Fig. 1: run 1, clock distribution
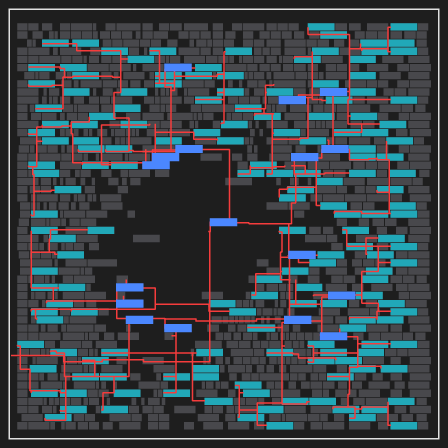
Fig. 2: run 1, cell sizes after repair
Scale bar: 50 µm.
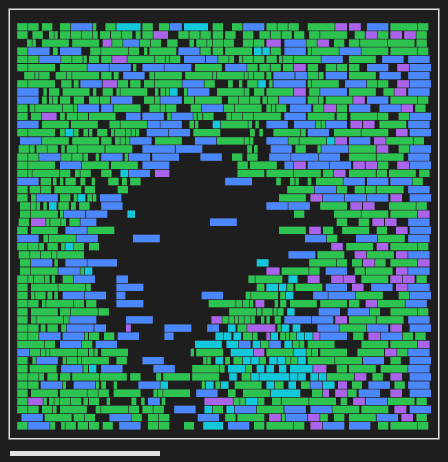
Fig. 3: run 1, wire density map
The die is cut into 29 by 29 equal tiles; dark blue is low, red is high, scaled to the fullest tile. Values are wire area over tile area, all layers added.
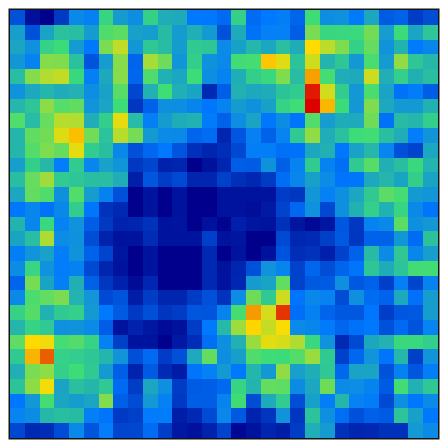
--- src/rtl/mem_port_arb.sv ---
// Two-requester round-robin arbiter in front of the single SDRAM controller command port.
// One command is latched per grant, issued with go held until valid, or aborted by a watchdog.
module mem_port_arb #(
  parameter int AW      = 13,
  parameter int DW      = 64,
  parameter int TIMEOUT = 4096,
  parameter int CW      = 13
) (
  input  logic          clk,
  input  logic          rst,
  input  logic          req0,
  input  logic          w_rn0,
  input  logic [AW-1:0] addr0,
  input  logic [DW-1:0] wdata0,
  input  logic          req1,
  input  logic          w_rn1,
  input  logic [AW-1:0] addr1,
  input  logic [DW-1:0] wdata1,
  output logic          ack0,
  output logic          ack1,
  output logic          tout,
  output logic [DW-1:0] rdata,
  output logic [AW-1:0] mem_addr,
  output logic          mem_w_rn,
  output logic          mem_go,
  output logic [DW-1:0] mem_wdata,
  input  logic [DW-1:0] mem_rdata,
  input  logic          mem_valid,
  output logic          gnt_id
);

  typedef enum logic [1:0] {IDLE, ISSUE, DONE} state_t;

  state_t        state, state_d;
  logic          last_grant, last_grant_d;
  logic [CW-1:0] watchdog, watchdog_d;
  logic          pick;
  logic          ack0_d, ack1_d, tout_d, mem_go_d, mem_w_rn_d, gnt_id_d;
  logic [AW-1:0] mem_addr_d;
  logic [DW-1:0] mem_wdata_d, rdata_d;

  // Under contention the requester that was not served last wins.
  assign pick = (req0 && req1) ? ~last_grant : req1;

  // NOTE: every signal written here gets a default first, so no path leaves
  // a value unassigned and no latch is inferred.
  always_comb begin
    state_d      = state;
    last_grant_d = last_grant;
    watchdog_d   = watchdog;
    ack0_d       = 1'b0;
    ack1_d       = 1'b0;
    tout_d       = 1'b0;
    mem_go_d     = mem_go;
    mem_w_rn_d   = mem_w_rn;
    mem_addr_d   = mem_addr;
    mem_wdata_d  = mem_wdata;
    gnt_id_d     = gnt_id;
    rdata_d      = rdata;

    case (state)
      IDLE: begin
        mem_go_d = 1'b0;
        if (req0 || req1) begin
          mem_addr_d   = pick ? addr1  : addr0;
          mem_w_rn_d   = pick ? w_rn1  : w_rn0;
          mem_wdata_d  = pick ? wdata1 : wdata0;
          mem_go_d     = 1'b1;
          gnt_id_d     = pick;
          last_grant_d = pick;
          watchdog_d   = '0;
          state_d      = ISSUE;
        end
      end

      ISSUE: begin
        if (mem_valid) begin
          rdata_d  = mem_rdata;
          mem_go_d = 1'b0;
          ack0_d   = ~gnt_id;
          ack1_d   = gnt_id;
          state_d  = DONE;
        end else if (watchdog == CW'(TIMEOUT - 1)) begin
          // Abort: complete the handshake towards the requester, keep old rdata.
          mem_go_d = 1'b0;
          ack0_d   = ~gnt_id;
          ack1_d   = gnt_id;
          tout_d   = 1'b1;
          state_d  = DONE;
        end else begin
          watchdog_d = watchdog + CW'(1);
        end
      end

      DONE: begin
        mem_go_d = 1'b0;
        state_d  = IDLE;
      end

      default: begin
        mem_go_d = 1'b0;
        state_d  = IDLE;
      end
    endcase
  end

  // NOTE: sequential state is updated with non-blocking assignments only, so
  // every register samples the pre-edge values computed above.
  always_ff @(posedge clk or negedge rst) begin
    if (!rst) begin
      state      <= IDLE;
      last_grant <= 1'b1;
      watchdog   <= '0;
      ack0       <= 1'b0;
      ack1       <= 1'b0;
      tout       <= 1'b0;
      mem_go     <= 1'b0;
      mem_w_rn   <= 1'b0;
      mem_addr   <= '0;
      mem_wdata  <= '0;
      gnt_id     <= 1'b0;
      rdata      <= '0;
    end else begin
      state      <= state_d;
      last_grant <= last_grant_d;
      watchdog   <= watchdog_d;
      ack0       <= ack0_d;
      ack1       <= ack1_d;
      tout       <= tout_d;
      mem_go     <= mem_go_d;
      mem_w_rn   <= mem_w_rn_d;
      mem_addr   <= mem_addr_d;
      mem_wdata  <= mem_wdata_d;
      gnt_id     <= gnt_id_d;
      rdata      <= rdata_d;
    end
  end

endmodule

--- config.mk ---
export PLATFORM = sky130hd
export DESIGN_NAME = mem_port_arb
export DESIGN_NICKNAME = d
export VERILOG_FILES = /design/src/rtl/mem_port_arb.sv
export SDC_FILE = /design/constraint.sdc
export NUM_CORES = 1
export LEC_CHECK = 0
export ABC_CLOCK_PERIOD_IN_PS = 1800
export CORE_MARGIN = 2
export CORE_UTILIZATION = 36
export CTS_CLUSTER_DIAMETER = 80
export DETAILED_ROUTE_END_ITERATION = 7
export GPL_ROUTABILITY_DRIVEN = 0
export HOLD_SLACK_MARGIN = 0.05
export PLACE_DENSITY = 0.84
export SYNTH_ARGS = -nofsm -noshare
export SYNTH_HDL_FRONTEND = slang
export SYNTH_SLANG_ARGS = --single-unit
--- constraint.sdc ---
create_clock -name clk -period 1.8 [get_ports clk]
set_clock_uncertainty 0.2 [all_clocks]
set_input_delay 0.45 -clock clk [delete_from_list [all_inputs] [get_ports clk]]
set_output_delay 0.45 -clock clk [all_outputs]
set_load 0.1 [all_outputs]
==> impl_table.tex, run 1 <==
% Yosys + OpenROAD metrics
\begin{tabular}{lr}
\hline
Metric & Value \\
\hline
\multicolumn{2}{l}{\textbf{Outcome}} \\
Outcome & finished with violations \\
Violated checks & setup timing \\
\multicolumn{2}{l}{\textbf{Routing}} \\
Post-detailed-route wirelength per cell & 21.4 µm \\
Via density per instance & 5.01 \\
Post-detailed-routing wire length & 27.4 mm \\
Antenna-violating nets left & 0 \\
DRC violation count after routing & 0 \\
First drt pass iteration count & 5 \\
\multicolumn{2}{l}{\textbf{Synth}} \\
Commonest cells post-synth & dfrtp\_1 (162), nand2\_1 (88), o21ai\_0 (82) \\
Xor/xnor cell area share of the yosys netlist & 0.126\% \\
Register bit total from synthesis & 163 \\
Most area-hungry cell type in the Yosys netlist & dfrtp\_1 \\
Simple-gate area share of the yosys netlist & 7.90\% \\
Cells taking the most area after synthesis & dfrtp\_1 (58\%), mux2i\_1 (11\%), mux2\_2 (10\%) \\
Synth Area in Compound Gates & 9.16\% \\
Top comb family, area & multiplexers \\
Synth Area in Adders & 0.180\% \\
Number of synthesized flops with an enable pin & 0 \\
Post-synthesis cell count & 573 \\
Sequential share of the synthesized area & 58.7\% \\
Max-area cell share & 58.3\% \\
Unique cell types & 43 \\
Cell total in the yosys stat output & 573 \\
Net count after synthesis & 799 \\
Yosys-reported design area after synthesis & 0.00695 mm² \\
Dominant Register Cell & dfrtp\_1 \\
Post-synthesis mux area share & 21.6\% \\
Proportion of synthesized flip-flops having asynchronous set or reset & 100\% \\
Number of warnings reported in the yosys synthesis log & 0 \\
\multicolumn{2}{l}{\textbf{Setup path}} \\
Critical Path Start Type & flop \\
Register-to-Register Path Depth & 5 \\
Reg-to-reg endpoint & watchdog[11] \\
RR Startpoint & watchdog[4] \\
Crit path max fanout & 5 \\
Register-to-Register Setup Slack & -0.06 ns \\
Capturing instance or port of the critical path & watchdog[11] \\
Kind of end point of the critical path & flop \\
Launch point of the worst path & watchdog[4] \\
Crit Path Category & reg2reg \\
\multicolumn{2}{l}{\textbf{STA}} \\
RSZ-0062 raised after global routing & true \\
Minimum period implied by the final worst setup slack & 1.86 ns \\
Worst Tran Pin Value & 0.401 ns \\
Final setup viols & 19 \\
Hold violation total from the final report & 0 \\
Final Worst Setup Slack & -0.0570 ns \\
Count of final max-slew check failures & 0 \\
Highest Clock Rate & 539 MHz \\
\multicolumn{2}{l}{\textbf{CTS}} \\
Worst-path clk slew & 0.07 ns \\
Total clock sinks & 163 \\
Buffer cell driving the clock tree root & clkbuf\_16 \\
Num CTS Buffers & 17 \\
CTS tree & done \\
Maximum count of clock buffers along a single path & 2 \\
Source-to-sink clock delay at the later pin of the worst-skew pair & 0.42 ns \\
H-tree lvl count & 4 \\
\multicolumn{2}{l}{\textbf{Final layout}} \\
Post-layout net count & 1236 \\
Share of layout cells above drive strength 1 & 34.8\% \\
Final core utilization & 74.3\% \\
Area growth from synthesis to final layout & 101\% \\
Area of all placed cells without fillers & 0.0140 mm² \\
\multicolumn{2}{l}{\textbf{Global route}} \\
Global-route wire length before repair & 39.3 mm \\
Via count of the first global-routing pass & 6860 \\
Number of antenna violations at the first check in global routing & 1 \\
GRT Resource Usage Total & 25.6\% \\
Maximum number of pins on one net before global-route repair & 42 \\
Leftover overflow at the end of global routing & 0 \\
\multicolumn{2}{l}{\textbf{Die}} \\
Core area & 0.0188 mm² \\
Total I/O pin count & 372 \\
Die Wd & 143 µm \\
Number of rows in the core area & 50 \\
Floorplan die area & 0.0204 mm² \\
Pre-placement core utilization & 36.9\% \\
Die height & 143 µm \\
\multicolumn{2}{l}{\textbf{Placement}} \\
DP Wirelength & 20.3 mm \\
DP Area & 0.0130 mm² \\
Count of port buffers added during placement & 371 \\
\multicolumn{2}{l}{\textbf{Job}} \\
Reported max-cap violation count & 0 \\
Log Warnings & 30 \\
\multicolumn{2}{l}{\textbf{Hold path}} \\
Min-delay worst type & in2async \\
\hline
\end{tabular}
Back to the opening pictures, Fig. 1:
Blue stands for cells driving clock nets, count 17. Cyan stands for flip-flops, count 163. Red stands for clock wires, length 2100 µm.
There are 18 routed clock nets.

Back to the opening pictures, Fig. 2:
Purple stands for drive 2, cells 85. Blue stands for drive 6 and up, cells 205. Cyan stands for drive 3 to 4, cells 66. Green stands for drive 1 or less, cells 666.

Back to the opening pictures, Fig. 3:
3.6% of the tiles are nearly empty. The fullest tile reaches 0.72. 14% of the tiles are over half the peak. The emptiest ninth of the die: middle. The mean over all tiles is 0.22.

## run 1: per-layer routing
layer / vias to the layer above / track usage [%] / share of wire, %
met5: - / 0 / 0
met4: 0 / 9.02 / 3.0
met3: 48 / 9.09 / 8.8
met2: 355 / 46.0 / 53
met1: 3128 / 28.0 / 35
li1: 2906 / - / -
## run 1: critical path, cell delays in order (launching register included)
cell and delay, ns:
dfrtp_1 0.46, nand2_1 0.18, nor4_2 0.34, buf_4 0.19, nor4b_1 0.29, a211o_1 0.15
## run 1: flip-flops by register name, summed over array words and instances, names as in the netlist
name and flops:
mem_wdata 64, rdata 64, mem_addr 13, watchdog 13
state 2, ack0 1, ack1 1, gnt_id 1
last_grant 1, mem_go 1, mem_w_rn 1, tout 1
## run 1: cells in the final DEF (no fill, tap or decap), drive strengths merged, types with 2 or more instances in the layout
cell type,Yosys,final
clkdlybuf4s50,0,222
buf,23,222
dfrtp,162,162
nand2,89,89
o21ai,83,83
mux2i,78,78
mux2,64,64
clkbuf,9,23
a31oi,8,8
inv,3,8
nand3,6,6
a21oi,5,5
nor2,4,4
and2,3,3
clkinvlp,0,3
nand4,3,3
and3,3,3
diode,0,2
o21a,2,2
and4,2,2
a211o,2,2
nand2b,2,2
bufinv,0,2
nor4,2,2
nor2b,2,2
a41oi,2,2
nor3,2,2
clkinv,0,2
## run 1: stage by stage
step                hold WS, ns  TNS (ns)  instances  setup WS (ns)
finish                    0.300    -0.440       1284        -0.0570
detailed placement        0.190    -53.26       1237         -0.469
global placement          0.184    -46.58       1237         -0.413
global route              0.309     -1.61       1283         -0.141
floorplan               -0.0456   -0.0441        573        -0.0340
CTS                       0.295    -0.129       1273        -0.0327
## run 1: cell families (layout without fill, tap and decap cells)
family	after synthesis	after routing
other	0	2
xor gates and xnor gates	1	1
and+or+nand+nor	122	122
muxes	142	142
adders and majority gates	1	1
DFF	163	163
buffers and inverters	35	484
AOI/OAI and AO/OA	109	109
## run 1: how the worst min path moves through the flow
stage,from,endpoint,depth (start not counted)
2_1_floorplan,rst,ack0,0
3_3_place_gp,rst,mem_addr[0],1
3_5_place_dp,rst,mem_addr[0],1
4_1_cts,rst,mem_addr[0],2
5_1_grt,rst,mem_addr[6],2
6_report,rst,mem_addr[0],2
## run 1: final cells by class
type | instances | area, µm²
sequential | 163 | 4080
antenna | 2 | 5.00
fill | 1085 | 4840
clock inverter | 12 | 145
clock buffer | 19 | 453
tap | 260 | 325
inverter | 3 | 11.3
multi-input combinational | 375 | 2870
timing repair buffer | 450 | 6100
## run 1: what timing repair did
| item | CTS | global route |
|---|---|---|
| setup buffers | 4 | 5 |
| resized | 10 | 66 |
| endpoints found under the hold margin | 29 | 0 |
| pin swaps | 5 | 5 |
| hold buffers | 1 | 0 |
| cloned | 0 | 4 |
| endpoints found under the setup margin | 12 | 41 |
Fig. 4: run 1, cell placement
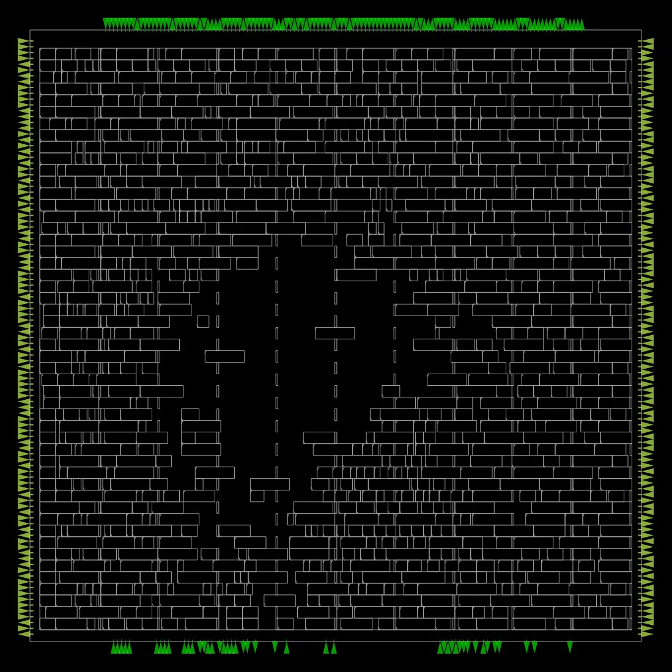

--- run 2 (diff from run 1) ---
Settings changed: ABC_AREA from default to 1, CTS_CLUSTER_DIAMETER 80 to 150.
Fig. 5: run 2, cell placement
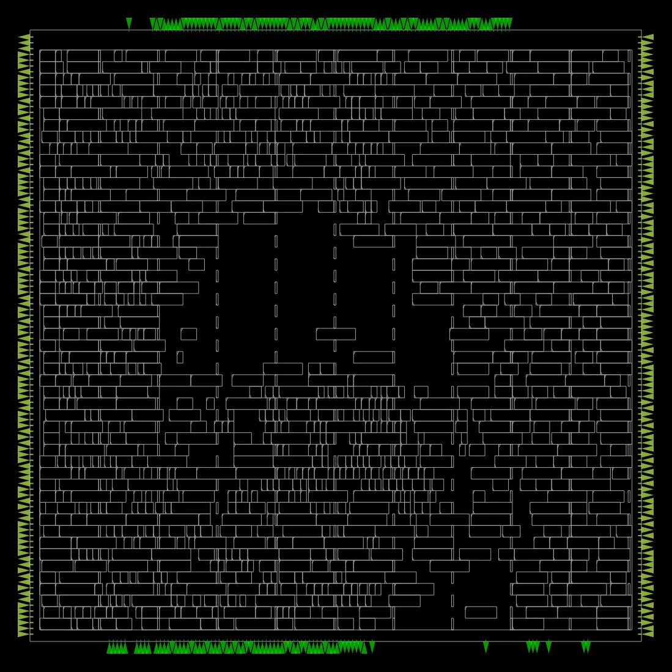
Filler cells: 1261
fraction of area in registers: 30.3%

Fig. 6: run 2, sequential cells colored by netlist name
Scale bar: 50 µm. Other sequential cells in the stronger gray, the rest of the logic in the fainter gray.
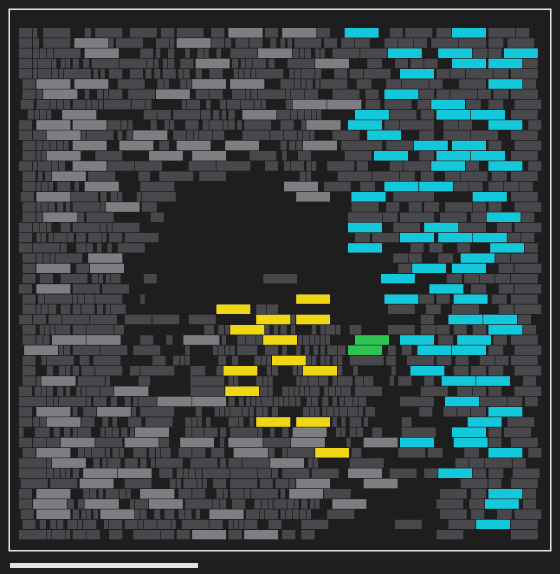
Green stands for `state`, placed flops 2. Cyan stands for `rdata`, placed flops 64, where a vertical strip on the right. Yellow stands for `watchdog`, placed flops 13.
Another 84 sequential cells are not colored.

Fig. 7: run 2, clock distribution
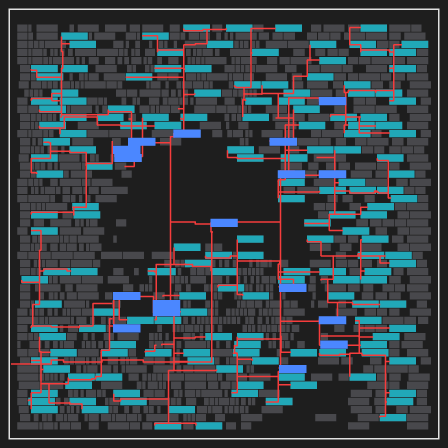
Red stands for clock wires, length 2010 µm. Cyan stands for flip-flops, count 163. Blue stands for cells driving clock nets, count 17.
Position of the flops: widely spread.

==> impl_table.tex, run 2 <==
% Yosys + OpenROAD metrics
\begin{tabular}{lr}
\hline
Metric & Value \\
\hline
\multicolumn{2}{l}{\textbf{CTS}} \\
Buffer cell driving the clock tree root & clkbuf\_16 (unchanged) \\
H-tree lvl count & 4 (unchanged) \\
Total clock sinks & 163 (unchanged) \\
Source-to-sink clock delay at the later pin of the worst-skew pair & 0.42 ns (about the same) \\
\multicolumn{2}{l}{\textbf{Global route}} \\
Global-route wire length before repair & 38.1 mm (was 39.3 mm) \\
Number of antenna violations at the first check in global routing & 0 (was 1) \\
Via count of the first global-routing pass & 7058 (was 6860) \\
Maximum number of pins on one net before global-route repair & 62 (was 42) \\
GRT Resource Usage Total & 24.1\% (was 25.6\%) \\
Leftover overflow at the end of global routing & 0 (unchanged) \\
\multicolumn{2}{l}{\textbf{Die}} \\
Number of rows in the core area & 50 (unchanged) \\
Total I/O pin count & 372 (unchanged) \\
Die height & 143 µm (about the same) \\
\multicolumn{2}{l}{\textbf{Placement}} \\
DP Wirelength & 19.7 mm (was 20.3 mm) \\
Count of port buffers added during placement & 371 (unchanged) \\
\multicolumn{2}{l}{\textbf{Synth}} \\
Proportion of synthesized flip-flops having asynchronous set or reset & 100\% (unchanged) \\
Yosys-reported design area after synthesis & 0.00700 mm² (was 0.00695 mm²) \\
Unique cell types & 28 (was 43) \\
Cells taking the most area after synthesis & dfrtp\_1 (58\%), mux2\_2 (10\%), nand2\_1 (7.2\%) (was dfrtp\_1 (58\%), mux2i\_1 (11\%), mux2\_2 (10\%)) \\
Most area-hungry cell type in the Yosys netlist & dfrtp\_1 (unchanged) \\
Number of synthesized flops with an enable pin & 0 (unchanged) \\
Cell total in the yosys stat output & 710 (was 573) \\
Register bit total from synthesis & 163 (unchanged) \\
Post-synthesis cell count & 710 (was 573) \\
Sequential share of the synthesized area & 58.3\% (was 58.7\%) \\
Dominant Register Cell & dfrtp\_1 (unchanged) \\
\multicolumn{2}{l}{\textbf{Routing}} \\
Antenna-violating nets left & 0 (unchanged) \\
Via density per instance & 4.93 (was 5.01) \\
Post-detailed-routing wire length & 25.2 mm (was 27.4 mm) \\
Post-detailed-route wirelength per cell & 18.3 µm (was 21.4 µm) \\
\multicolumn{2}{l}{\textbf{Final layout}} \\
Post-layout net count & 1332 (was 1236) \\
Share of layout cells above drive strength 1 & 27.3\% (was 34.8\%) \\
Most common cell after layout, fill and taps aside & clkdlybuf4s50\_1 (unchanged) \\
Area of all placed cells without fillers & 0.0135 mm² (was 0.0140 mm²) \\
Number of antenna cells inserted & 0 (was 2) \\
Leading registers by flop count & mem\_wdata (64), rdata (64) (unchanged) \\
\multicolumn{2}{l}{\textbf{STA}} \\
Worst Tran Pin Value & 0.397 ns (was 0.401 ns) \\
Highest Clock Rate & 570 MHz (was 539 MHz) \\
Minimum period implied by the final worst setup slack & 1.76 ns (was 1.86 ns) \\
Final setup viols & 0 (was 19) \\
\multicolumn{2}{l}{\textbf{Hold path}} \\
Min-delay worst type & reg2reg (was in2async) \\
Start point of the worst hold path & last\_grant \\
Worst hold stages & 2 \\
\multicolumn{2}{l}{\textbf{Setup path}} \\
Register-to-Register Path Depth & 6 (was 5) \\
Reg-to-reg endpoint & mem\_wdata[0] (was watchdog[11]) \\
Critical Path Start Type & flop (unchanged) \\
Register-to-Register Setup Slack & 0.04 ns (was -0.06 ns) \\
Launch point of the worst path & state[0] (was watchdog[4]) \\
Crit path max fanout & 31 (was 5) \\
Kind of end point of the critical path & flop (unchanged) \\
\multicolumn{2}{l}{\textbf{Outcome}} \\
Outcome & completed (was finished with violations) \\
\multicolumn{2}{l}{\textbf{Job}} \\
Reported max-cap violation count & 0 (unchanged) \\
\hline
\end{tabular}
-- run 2: cell count changes in the layout (fill, tap and decap cells not counted), sizes merged, moves of 13 or more --
cell,delta
buf,-29
nand3,+14
mux2i,-78
o21ai,+75
inv,+13
nand2,+47
nor2,+95
-- run 2: stage by stage --
| stage | cells | utilization [%] | worst slack [ns] | hold WS (ns) | setup TNS, ns |
|---|---|---|---|---|---|
| 2_1_floorplan | 710 | - | 0.231 | -0.0456 | 0 |
| 3_3_place_gp | 1338 | 67.5 | -0.223 | 0.188 | -28.37 |
| 3_5_place_dp | 1338 | 67.5 | -0.299 | 0.189 | -34.36 |
| 4_1_cts | 1371 | 70.7 | 0.0219 | 0.292 | 0 |
| 5_1_grt | 1379 | 71.2 | -0.0237 | 0.314 | -0.116 |
| 6_report | 1379 | 71.2 | 0.0446 | 0.286 | 0 |
-- run 2: cells by family after synthesis --
| group | after synthesis | share of synthesized area [%] |
|---|---|---|
| compound gates | 159 | 11.4 |
| mux | 64 | 10.3 |
| simple gates | 264 | 15.2 |
| flops | 163 | 58.3 |
| buf+inv | 56 | 4.22 |
| xor+xnor | 3 | 0.376 |
| fa+ha+maj | 1 | 0.179 |
-- run 2: layout make-up --
type / instances / area (µm²) / area share [%]
Timing Repair Buffer: 418 / 5750 / 42.7
Tap cell: 260 / 325 / 2.42
Inverter: 15 / 58.8 / 0.437
Multi-Input combinational cell: 491 / 2640 / 19.6
Clock inverter: 14 / 166 / 1.24
Sequential cell: 163 / 4080 / 30.3
Clock buffer: 18 / 439 / 3.26
-- run 2: how the worst min path moves through the flow --
stage	endpoint	slack, ns
global placement	mem_wdata[46]	0.19
floorplan	ack0	-0.05
global route	last_grant	0.31
detailed placement	mem_wdata[49]	0.19
CTS	last_grant	0.29
finish	last_grant	0.29
-- run 2: critical path: stages, from the launching register on --
cell     delay, ns
dfrtp_1       0.37
or2_1         0.32
nor2_4        0.17
buf_4         0.13
buf_12        0.17
o21ai_0       0.16
o21ai_1       0.17
-- run 2: metal layers --
layer	vias up	routed length [µm]	global-route usage, %
li1	3153	-	-
met1	3233	8660	25.6
met2	349	13000	42.6
met3	57	2580	9.53
met4	0	953	10.3
met5	-	0	0
-- run 2: what timing repair did --
| item | in CTS | in global routing |
|---|---|---|
| resized | 1 | 7 |
| hold endpoints to repair | 26 | 0 |
| endpoints found under the setup margin | 3 | 32 |
| pin swaps | 0 | 2 |
| setup buffers | 0 | 7 |
| hold buffers | 1 | 0 |
| cloned | 0 | 1 |
